$ cat config.mk
export PLATFORM = sky130hd
export DESIGN_NAME = teclado_pin
export DESIGN_NICKNAME = d
export VERILOG_FILES = /design/src/rtl/teclado_pin.sv
export SDC_FILE = /design/constraint.sdc
export NUM_CORES = 1
export LEC_CHECK = 0
export CORE_MARGIN = 4
export CORE_UTILIZATION = 54
export DETAILED_ROUTE_END_ITERATION = 6
export PLACE_DENSITY = 0.79
export SLEW_MARGIN = 30
export SYNTH_ARGS = -nofsm -noshare
export SYNTH_HDL_FRONTEND = slang
export SYNTH_SLANG_ARGS = --single-unit
export TNS_END_PERCENT = 1
$ cat constraint.sdc
create_clock -name Clk -period 2.7 [get_ports Clk]
set_clock_uncertainty 0.1 [all_clocks]
set_input_delay 0.54 -clock Clk [delete_from_list [all_inputs] [get_ports Clk]]
set_output_delay 0.54 -clock Clk [all_outputs]
set_load 0.05 [all_outputs]
$ cat src/rtl/teclado_pin.sv
// Keypad PIN-entry front end: turns debounced key presses into a two-digit BCD
// PIN with a one-cycle enterPin strobe, an error pulse and an inactivity timeout.
module teclado_pin #(
  parameter int unsigned TIMEOUT_CYC = 1000
) (
  input  logic       Clk,
  input  logic       Reset,
  input  logic       Tecla_valida,
  input  logic [3:0] Tecla,
  output logic [7:0] Pin,
  output logic       enterPin,
  output logic [1:0] Digitos,
  output logic       Error
);

  typedef enum logic [1:0] {
    VACIO     = 2'd0,
    UN_DIGITO = 2'd1,
    COMPLETO  = 2'd2
  } estado_t;

  localparam logic [15:0] CNT_LAST = 16'(TIMEOUT_CYC - 1);
  localparam logic [3:0]  K_CLEAR  = 4'hA;
  localparam logic [3:0]  K_ENTER  = 4'hB;

  estado_t     estado, estado_next;
  logic        tv_prev;
  logic [3:0]  d1, d0, d1_next, d0_next;
  logic [15:0] cnt, cnt_next;
  logic [7:0]  pin_next;
  logic        enter_next, error_next;
  logic        accept, timeout, is_digit;

  // Rising edge of the held-key level; tv_prev resets high so a key held
  // through reset is not taken as a fresh press.
  assign accept   = Tecla_valida & ~tv_prev;
  assign is_digit = (Tecla <= 4'd9);
  assign timeout  = (estado != VACIO) && (cnt == CNT_LAST);

  // The state register doubles as the digit count.
  assign Digitos = estado;

  always_ff @(posedge Clk) begin
    if (Reset) begin
      estado   <= VACIO;
      tv_prev  <= 1'b1;
      d1       <= 4'd0;
      d0       <= 4'd0;
      cnt      <= 16'd0;
      Pin      <= 8'h00;
      enterPin <= 1'b0;
      Error    <= 1'b0;
    end else begin
      estado   <= estado_next;
      tv_prev  <= Tecla_valida;
      d1       <= d1_next;
      d0       <= d0_next;
      cnt      <= cnt_next;
      Pin      <= pin_next;
      enterPin <= enter_next;
      Error    <= error_next;
    end
  end

  always_comb begin
    estado_next = estado;
    d1_next     = d1;
    d0_next     = d0;
    pin_next    = Pin;
    enter_next  = 1'b0;
    error_next  = 1'b0;
    cnt_next    = (estado == VACIO) ? 16'd0 : cnt + 16'd1;

    if (accept) begin
      // An accepted key always wins over a timeout landing on the same edge.
      cnt_next = 16'd0;
      case (estado)
        VACIO: begin
          if (is_digit) begin
            estado_next = UN_DIGITO;
            d1_next     = Tecla;
          end else if (Tecla == K_ENTER) begin
            error_next = 1'b1;
          end
        end
        UN_DIGITO: begin
          if (is_digit) begin
            estado_next = COMPLETO;
            d0_next     = Tecla;
          end else if (Tecla == K_ENTER) begin
            error_next  = 1'b1;
            estado_next = VACIO;
          end else if (Tecla == K_CLEAR) begin
            estado_next = VACIO;
          end
        end
        COMPLETO: begin
          if (is_digit) begin
            error_next = 1'b1;
          end else if (Tecla == K_ENTER) begin
            estado_next = VACIO;
            pin_next    = {d1, d0};
            enter_next  = 1'b1;
          end else if (Tecla == K_CLEAR) begin
            estado_next = VACIO;
          end
        end
        default: estado_next = VACIO;
      endcase
    end else if (timeout) begin
      estado_next = VACIO;
      cnt_next    = 16'd0;
    end

    if (estado_next == VACIO) begin
      d1_next = 4'd0;
      d0_next = 4'd0;
    end
  end

endmodule

==> notes.org <==
#+TITLE: Physical design notes

** Power and ir drop
- Static leakage :: between 0.0006 and 0.0007 µW
- Per the breakdown, switching nets consume 22.2% of all power.
- Internal portion of total power :: 721 µW

** Run status
- The run finished with clean final reports.

** STA
- Measured slew at the worst slew-check pin :: 0.588 ns
- Setup total negative slack on the finished layout was measured at 0 ns.
- Headroom to the max-slew limit came out at roughly three fifths.
- Per the finish-stage timing summary, setup violations number 0.
- The routed design could run at a clock period as short as 2.40 ns.

** Clock tree
- For reference, the clock transition at the flip-flops on the worst setup and hold paths is around 0.10 ns.

** Critical path
- Critical path start-end classification :: register to primary output
- Critical path, cell by cell :: clkdlybuf4s50_1
- Family with the most delay on the worst path :: buffers and inverters
- Critical path capture point :: Digitos[1]
- Buf/Inv on CP :: 1
- Highest-delay cell along the critical path :: sky130_fd_sc_hd__clkdlybuf4s50_1

** Synth
- Counting the warning lines in the Yosys log gives 0.
- Synthesis produced a netlist whose cell count is 177.
- List of most frequent post-synthesis cells :: 37 x sky130_fd_sc_hd__dfxtp_1, 33 x sky130_fd_sc_hd__nor2_1, 10 x sky130_fd_sc_hd__nand2_1, 10 x sky130_fd_sc_hd__xnor2_1
- The share of the Yosys chip area taken by registers is 46.2%.
- Total nets after synthesis :: 185
- The most used flip-flop cell after synthesis is sky130_fd_sc_hd__dfxtp_1.

** Finish
- Number of flip-flops and latches :: 37
- The layout has 7 clock buffers.
- Non-clock buffer area fraction after layout :: a little under an eighth
- Multi-input gate count :: 131
- Of the total standard cell area in the layout, the multi-input combinational portion is 43.2%.
- Counting the inverters off the clock network in the layout gives 2.
- Ranking logic cells in the layout by count gives the top entries 37 x sky130_fd_sc_hd__dfxtp_1, 33 x sky130_fd_sc_hd__nor2_1, 18 x sky130_fd_sc_hd__clkdlybuf4s50_1, 10 x sky130_fd_sc_hd__xnor2_1, 10 x sky130_fd_sc_hd__nand2_1.

** Floorplan
- Tap cell count :: 31
- The floorplan has 19 rows.

** Placement
- The wire-length estimate of the detail-placed layout is 2320 µm.
- Worst slack after detailed placement :: around 0.38 ns

** Detailed routing
- The first TritonRoute pass finished after 4 iterations.
- After detailed routing, the number of vias per cell comes to 5.62.
- The violation tally recorded at the end of detailed-routing iteration 0 is 56.
- Post-route DRC violation count :: 0

** GRT
- The first global-routing pass estimated 5560 µm of wire.

** Hold path
- Launch point of the worst hold path :: d0[0]
[cell families (layout without fill, tap and decap cells)]
| logic type | count (synthesis) | after routing | share of synthesized area [%] |
|---|---|---|---|
| and+or+nand+nor | 87 | 87 | 28.3 |
| xor gates and xnor gates | 14 | 14 | 7.65 |
| DFF | 37 | 37 | 46.2 |
| AOI/OAI and AO/OA | 20 | 20 | 8.98 |
| muxes | 9 | 9 | 5.70 |
| adders and majority gates | 1 | 1 | 0.781 |
| buffers and inverters | 9 | 34 | 2.34 |
[stage by stage]
step / instance area (µm²) / utilization [%] / instances / power, µW
2_1_floorplan: 1600 / - / 177 / 594
3_3_place_gp: 1840 / 65.5 / 225 / 615
3_5_place_dp: 1840 / 65.5 / 225 / 616
4_1_cts: 1910 / 68.0 / 233 / 940
5_1_grt: 1910 / 68.0 / 233 / 975
6_report: 1910 / 68.0 / 233 / 927
[power groups by stage]
stage          Combinational [µW]  Clock, µW  Sequential, µW
2_1_floorplan                29.9          0             564
3_3_place_gp                 51.5          0             563
3_5_place_dp                 52.7          0             564
4_1_cts                      53.1        336             551
5_1_grt                      58.2        365             552
6_report                     53.2        323             551
[metal layers]
metal  vias to the layer above  share of wire, %  wire length (µm)
li1                        677                 -                 -
met2                        23                46              1400
met1                       601                48              1460
met5                         -                 0                 0
met3                         9               4.5               137
met4                         0               2.2                69
[registers in the layout (all words and copies together), names as in the netlist]
name,count
Error,1
d0,4
enterPin,1
d1,4
Digitos,2
cnt,16
tv_prev,1
Pin,8
[worst reg2reg max path: cells and delay by family, from the launching register on]
kind	cells	cell delay (ns)
compound gates	1	0.31
flops	1	0.38
simple gates	3	1.23
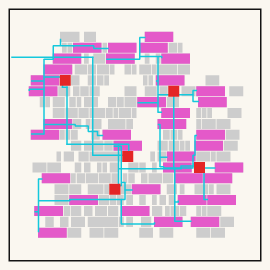
(clock distribution)
(4 px per µm)
[cyan] clock wires | length: 406 µm
[red] clock drivers | count: 5
[magenta] flip-flops | count: 37
routed clock nets	6
flops lie	widely spread
part of the total power dissipated in the clock network: 34.8%
clock latency on the worst-skew pair: 0.34 ns
power consumed by the clock network: 323 µW

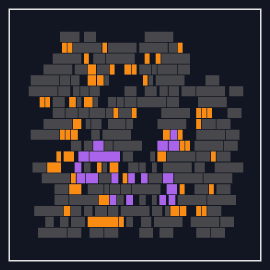
(logic cells by family)
(4 px per µm)
color	family	cells	most used
purple	aoi and oai cells	18	a21oi_1
orange	nor cells	52	nor2_1

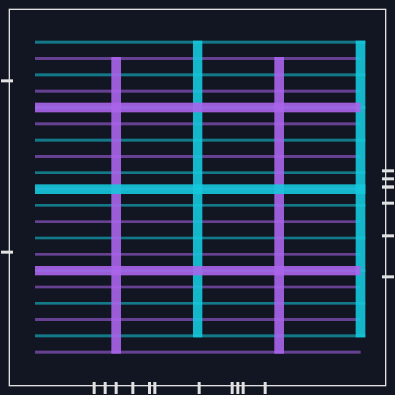
(PDN straps and rails)
(6 px per µm) Pins as bars on the die edge.
color	net
cyan	VDD
purple	VSS
met4 straps	4
signal pins	19
met5 straps	3
Peak supply drop: 0.000377 V
horizontal die dimension: 62.5 µm

Power is estimated from default activity; no workload was simulated.
